===== src/rtl/mb32_dot_acc.sv =====
// mb32_dot_acc: dot-product accumulator downstream of the mb32_top Booth multiplier.
// Aligns valid/last tags with the multiplier latency, accumulates unsigned products
// per vector, and queues finished sums in a 2-entry FIFO with credit-based in_ready.
module mb32_dot_acc #(
    parameter int unsigned WIDTH = 32,
    parameter int unsigned LAT   = 3,
    parameter int unsigned ACC_W = 80,
    parameter int unsigned CNT_W = 16
) (
    input  logic                 CLK,
    input  logic                 RST,
    input  logic                 in_valid,
    input  logic                 in_last,
    output logic                 in_ready,
    input  logic [2*WIDTH-1:0]   product,
    output logic                 out_valid,
    input  logic                 out_ready,
    output logic [ACC_W-1:0]     out_sum,
    output logic [CNT_W-1:0]     out_count,
    output logic                 out_ovf
);

    localparam int unsigned CRW = $clog2(LAT + 3) + 1;

    typedef enum logic {
        IDLE  = 1'b0,
        ACCUM = 1'b1
    } state_t;

    typedef struct packed {
        logic [ACC_W-1:0] sum;
        logic [CNT_W-1:0] count;
        logic             ovf;
    } entry_t;

    // Tag pipeline: stage LAT-1 is the tap aligned with product
    logic [LAT-1:0] tag_valid;
    logic [LAT-1:0] tag_last;
    logic           acc_in;
    logic           t_valid;
    logic           t_last;

    // Accumulator state
    state_t           state;
    logic [ACC_W-1:0] acc;
    logic [CNT_W-1:0] cnt;
    logic             ovf;

    // Datapath for the term currently at the tap
    logic [ACC_W-1:0] base_acc;
    logic [CNT_W-1:0] base_cnt;
    logic             base_ovf;
    logic [ACC_W:0]   prod_ext;
    logic [ACC_W:0]   sum_full;
    logic             cnt_sat;
    logic [CNT_W-1:0] next_cnt;
    logic             next_ovf;
    entry_t           push_entry;

    // FIFO state
    entry_t     head;
    entry_t     tail;
    logic [1:0] fifo_cnt;
    logic       push;
    logic       pop;

    // Credit accounting
    logic [CRW-1:0] inflight;

    assign acc_in  = in_valid & in_ready;
    assign t_valid = tag_valid[LAT-1];
    assign t_last  = tag_last[LAT-1];

    // Shift {accepted, last} tags alongside the multiplier pipeline
    always_ff @(posedge CLK) begin
        if (!RST) begin
            tag_valid <= '0;
            tag_last  <= '0;
        end else begin
            tag_valid[0] <= acc_in;
            tag_last[0]  <= acc_in & in_last;
            for (int unsigned i = 1; i < LAT; i++) begin
                tag_valid[i] <= tag_valid[i-1];
                tag_last[i]  <= tag_last[i-1];
            end
        end
    end

    // Count vector-ending tags still travelling toward the FIFO
    always_comb begin
        inflight = '0;
        for (int unsigned i = 0; i < LAT; i++) begin
            inflight = inflight + CRW'(tag_last[i]);
        end
    end

    assign in_ready = (CRW'(fifo_cnt) + inflight) < CRW'(2);

    // IDLE behaves as ACCUM starting from a zero accumulator, so both states
    // share one adder; a first term can never carry since ACC_W >= 2*WIDTH.
    always_comb begin
        base_acc = (state == ACCUM) ? acc : '0;
        base_cnt = (state == ACCUM) ? cnt : '0;
        base_ovf = (state == ACCUM) ? ovf : 1'b0;
        prod_ext = {{(ACC_W + 1 - 2*WIDTH){1'b0}}, product};
        sum_full = {1'b0, base_acc} + prod_ext;
        cnt_sat  = (base_cnt == '1);
        next_cnt = cnt_sat ? base_cnt : base_cnt + CNT_W'(1);
        next_ovf = base_ovf | sum_full[ACC_W] | cnt_sat;
        push_entry.sum   = sum_full[ACC_W-1:0];
        push_entry.count = next_cnt;
        push_entry.ovf   = next_ovf;
    end

    assign push = t_valid & t_last;
    assign pop  = out_valid & out_ready;

    // Accumulator FSM: fold each tapped term in, close the vector on its last term
    always_ff @(posedge CLK) begin
        if (!RST) begin
            state <= IDLE;
            acc   <= '0;
            cnt   <= '0;
            ovf   <= 1'b0;
        end else if (t_valid) begin
            if (t_last) begin
                state <= IDLE;
                acc   <= '0;
                cnt   <= '0;
                ovf   <= 1'b0;
            end else begin
                state <= ACCUM;
                acc   <= push_entry.sum;
                cnt   <= push_entry.count;
                ovf   <= push_entry.ovf;
            end
        end
    end

    // Two-entry FIFO; head register drives the outputs directly
    always_ff @(posedge CLK) begin
        if (!RST) begin
            fifo_cnt <= 2'd0;
            head     <= '0;
            tail     <= '0;
        end else begin
            case ({push, pop})
                2'b10: begin
                    if (fifo_cnt == 2'd0) begin
                        head <= push_entry;
                    end else begin
                        tail <= push_entry;
                    end
                    fifo_cnt <= fifo_cnt + 2'd1;
                end
                2'b01: begin
                    head     <= tail;
                    fifo_cnt <= fifo_cnt - 2'd1;
                end
                2'b11: begin
                    if (fifo_cnt == 2'd1) begin
                        head <= push_entry;
                    end else begin
                        head <= tail;
                        tail <= push_entry;
                    end
                end
                default: begin
                end
            endcase
        end
    end

    assign out_valid = (fifo_cnt != 2'd0);
    assign out_sum   = head.sum;
    assign out_count = head.count;
    assign out_ovf   = head.ovf;

    // Credit scheme guarantees a push never meets a full FIFO
    a_no_fifo_overflow: assert property (@(posedge CLK) disable iff (!RST)
        !(push && !pop && fifo_cnt == 2'd2));

endmodule


===== config.mk =====
export PLATFORM = sky130hd
export DESIGN_NAME = mb32_dot_acc
export DESIGN_NICKNAME = d
export VERILOG_FILES = /design/src/rtl/mb32_dot_acc.sv
export SDC_FILE = /design/constraint.sdc
export NUM_CORES = 1
export LEC_CHECK = 0
export CORE_ASPECT_RATIO = 0.75
export CORE_UTILIZATION = 35
export DETAILED_ROUTE_END_ITERATION = 12
export PLACE_DENSITY = 0.59
export SLEW_MARGIN = 30
export SYNTH_ARGS = -nofsm -noshare
export SYNTH_HDL_FRONTEND = slang
export SYNTH_SLANG_ARGS = --single-unit

===== constraint.sdc =====
create_clock -name CLK -period 13.4 [get_ports CLK]
set_input_delay 2.68 -clock CLK [delete_from_list [all_inputs] [get_ports CLK]]
set_output_delay 2.68 -clock CLK [all_outputs]
set_load 0.02 [all_outputs]

Figure 1. M2 wires.
Scale: 1.5 px per um.
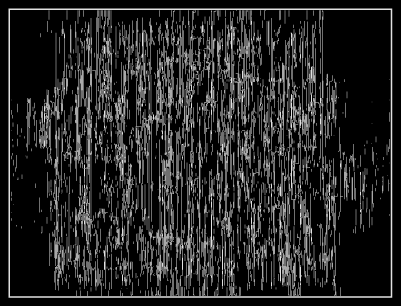
- nets with wire on the layer: 1,939
- share of all routed wire: 41%
- main direction: vertical
- longest straight run: 86.0 um
GR met2 Demand/Resource: 33.67%
total number of vias: 16,220
final wirelength: 57.27 mm

Figure 2. Drive-strength map.
Scale: 2 px per um.
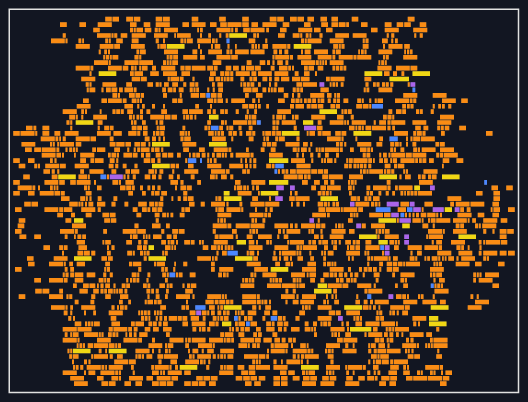
- drive 6 and up: yellow (cells 52)
- drive 1 or less: orange (cells 2,139)
- drive 3 to 4: purple (cells 25)
- drive 2: blue (cells 25)
setup slack after layout: 7.057 ns
final std cell area, no fill: 19,890 um2
Signal buffers: 188
Layout area overhead: 19.43%

Figure 3. Congestion heat map.
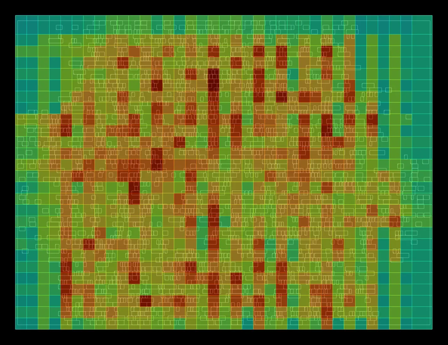
GRT Total Usage: 23.18%
Final Util: 42.81%

Figure 4. Layout detail.
Window x 114 to 139, y 83 to 108 um. Cells in grey, sequential cells in the stronger grey; small squares are vias.
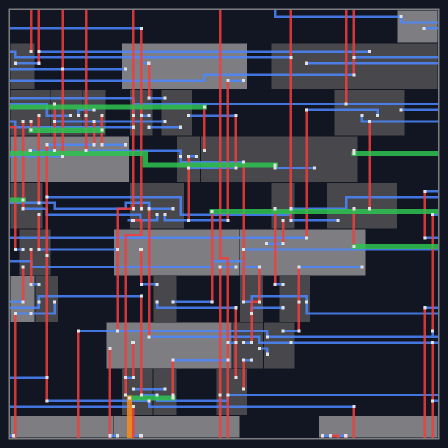
- met3: green
- met4: orange
- met1: blue
- met2: red
- cells with their middle in the window: 27
- sequential cells in the window: 5
- most frequent: nor2_1 (5), dfxtp_1 (5), a21oi_1 (4)
- netlist names of flops here include: `tail` (3), `out_sum` (2)

Figure 5. Sequential cells coloured by netlist name.
Scale: 1.5 px per um. Other sequential cells in the stronger grey, the rest of the logic in the fainter grey.
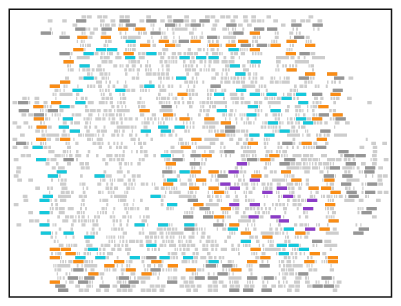
- `tail`: orange (placed flops 97; where all over the die)
- `acc`: cyan (placed flops 80)
- `cnt`: purple (placed flops 16)
- not coloured: 107
Seq power: 0.000973 W
flop share of the area: 30.20%
Sequential Area: 6007 um2

==> flow_summary.json <==
{
  "ant_nets": 0,
  "drc": 0,
  "yosys_most_used_dff": "dfxtp_1",
  "fillers": 4704,
  "pwr-share-clk_pct": 40.3,
  "finalHoldViolations": 0,
  "syn_inst": 2155,
  "crit_chain": "clkdlybuf4s50_1 > ha_1 > fa_1 > a21oi_1 > o21ai_0 > a21bo_2 > nand4_1 > a2111oi_2 > o21ai_0 > a31oi_2 > nand4_1 > xnor2_1 > o22ai_1",
  "rsz0062_at_grt": "no",
  "maxUsedRoutingLayer": "met4",
  "cts_root_buf": "clkbuf_16",
  "portBuffers": 167,
  "slowest_delay_ns": 0.66,
  "final_max_slew_viol_count": 0,
  "clock_path_buffers": 3,
  "crit_start": "product[0]",
  "setup_viol": 0,
  "p_clk_w": 0.000932,
  "powerComb_w": 0.000406,
  "maxCapViolCount": 0,
  "max_slew.worst_pin.slew_ns": 0.9033,
  "cts_tree": "yes",
  "fp_nets": 2297,
  "wl_met3_mm": 3.406,
  "netSwitchingFraction_pct": 29.17,
  "ys_cells": 2155,
  "std_cell_rows": 68,
  "edf_count": 0,
  "initCoreUtil_pct": 35.85,
  "synth_top_area_share_pct": 36.06,
  "cts_resized": 0,
  "placed_area_um2": 18810,
  "lay_top_cells": "dfxtp_1, nand2_1, nor2_1",
  "clock.fmax_ghz": 0.1576,
  "final_common_cell": "dfxtp_1",
  "criticalPathCategory": "primary input to flop",
  "fp.dieH_um": 190.9,
  "io_pins": 168,
  "warning_count": 31,
  "pre_cts_ws_ns": 6.567,
  "antenna_found_initial": 0,
  "ys_chip_area_um2": 16650,
  "die_area_um2": 48470,
  "min_path_cells": 1,
  "cts_max_level": 2,
  "cp.arrival_ns": 6.72,
  "end_kind": "flop",
  "cp_slowest_cell": "a31oi_2",
  "largest_register": "tail",
  "stdcell_count": 2871,
  "grt_pass1_wl_mm": 88.27,
  "use_met1_pct": 35.01,
  "cts.sinks": 300,
  "power.density_nw_per_um2": 116.2,
  "grt_pass1_vias": 15230,
  "seq_area_frac_synth_pct": 36.06,
  "cts_setup_buffers": 0,
  "period_used_pct": 47.34,
  "relSlewSlack_pct": 39.66,
  "mi_logic_area_um2": 9962,
  "gp_congestion": 0.9137,
  "gr-total-overflow": 0,
  "grt_use_met3_pct": 3.595,
  "hold_buffers": 0,
  "synthesis.area_um2": 16650,
  "maxPowerGroup": "sequential cells",
  "synth.most_common_cell": "dfxtp_1",
  "yosysWarnings": 0,
  "power.leakage_nw": 7.589,
  "simple_gate_area_share_pct": 22.97,
  "tns_ns": 0,
  "compound_area_share_pct": 25.85,
  "syn_area_per_cell_um2": 7.728,
  "viasPerCell": 5.650,
  "reg2reg_to": "out_sum[76]$_SDFFE_PN0P_",
  "antenna_cells": 0,
  "mux_area_share_pct": 0.4282,
  "comb_share_pct": 50.09,
  "async_reset_ff_share_pct": 0,
  "final_nets": 2361,
  "xor_area_share_pct": 4.523,
  "reg2reg_depth": 13,
  "ys.flops": 300,
  "dp_cells": 2813,
  "holdCritPathClass": "flop to flop",
  "coreArea_um2": 46450,
  "path_clk_slew_ns": 0.06,
  "buffer_area_share_pct": 9.550,
  "path_buffers": 1,
  "power_w": 0.002311,
  "clk_latency_ns": 0.53,
  "layout-drive-gt1-share_pct": 4.552,
  "place_hpwl_mm": 39.46,
  "seq_power_share_pct": 42.1,
  "routedWlPerCell_um": 19.95,
  "topCombFamilyByArea": "AND-OR/OR-AND gates",
  "final-clk-cell-share_pct": 5.416,
  "ys_types": 74,
  "fin_skew_ns": 0.01978,
  "p_sw_w": 0.0006740,
  "nFlopsAndLatches": 300,
  "period_needed_ns": 6.343,
  "crit_fanout": 14,
  "route.met2.wl_mm": 23.69,
  "yosys-top-cells-count": "dfxtp_1, nand2_1, nor2_1",
  "pwr-share-comb_pct": 17.6,
  "crit_path_start_kind": "primary input",
  "grt_max_degree": 101,
  "cp.required_ns": 13.78,
  "wl_met1_mm": 28.93,
  "largest_reg_flops": 97,
  "intPower_w": 0.001637,
  "top_usage_layer": "met1",
  "drt_iter0_drc": 1294,
  "min_from": "tag_valid[0]$_SDFF_PN0_",
  "ys_top_cells_by_area": "dfxtp_1, a21oi_1, nand2_1, nor2_1, ha_1",
  "critical_path.endpoint": "out_sum[76]$_SDFFE_PN0P_",
  "firstDrtPassIters": 6,
  "tapCellCount": 630,
  "dieWidth_um": 253.9,
  "status": "completed",
  "min_delay_worst_endpoint": "tag_valid[1]$_SDFF_PN0_",
  "cts_made_buffers": 34,
  "holdWs_ns": 0.4377,
  "rrSetupSlack_ns": 8.31,
  "clock_buffers": 50,
  "top_area_cell": "dfxtp_1",
  "ir_drop_mv": 0.07503,
  "largestClassByArea": "multi-input combinational cells"
}
Power is estimated from default activity; no workload was simulated.
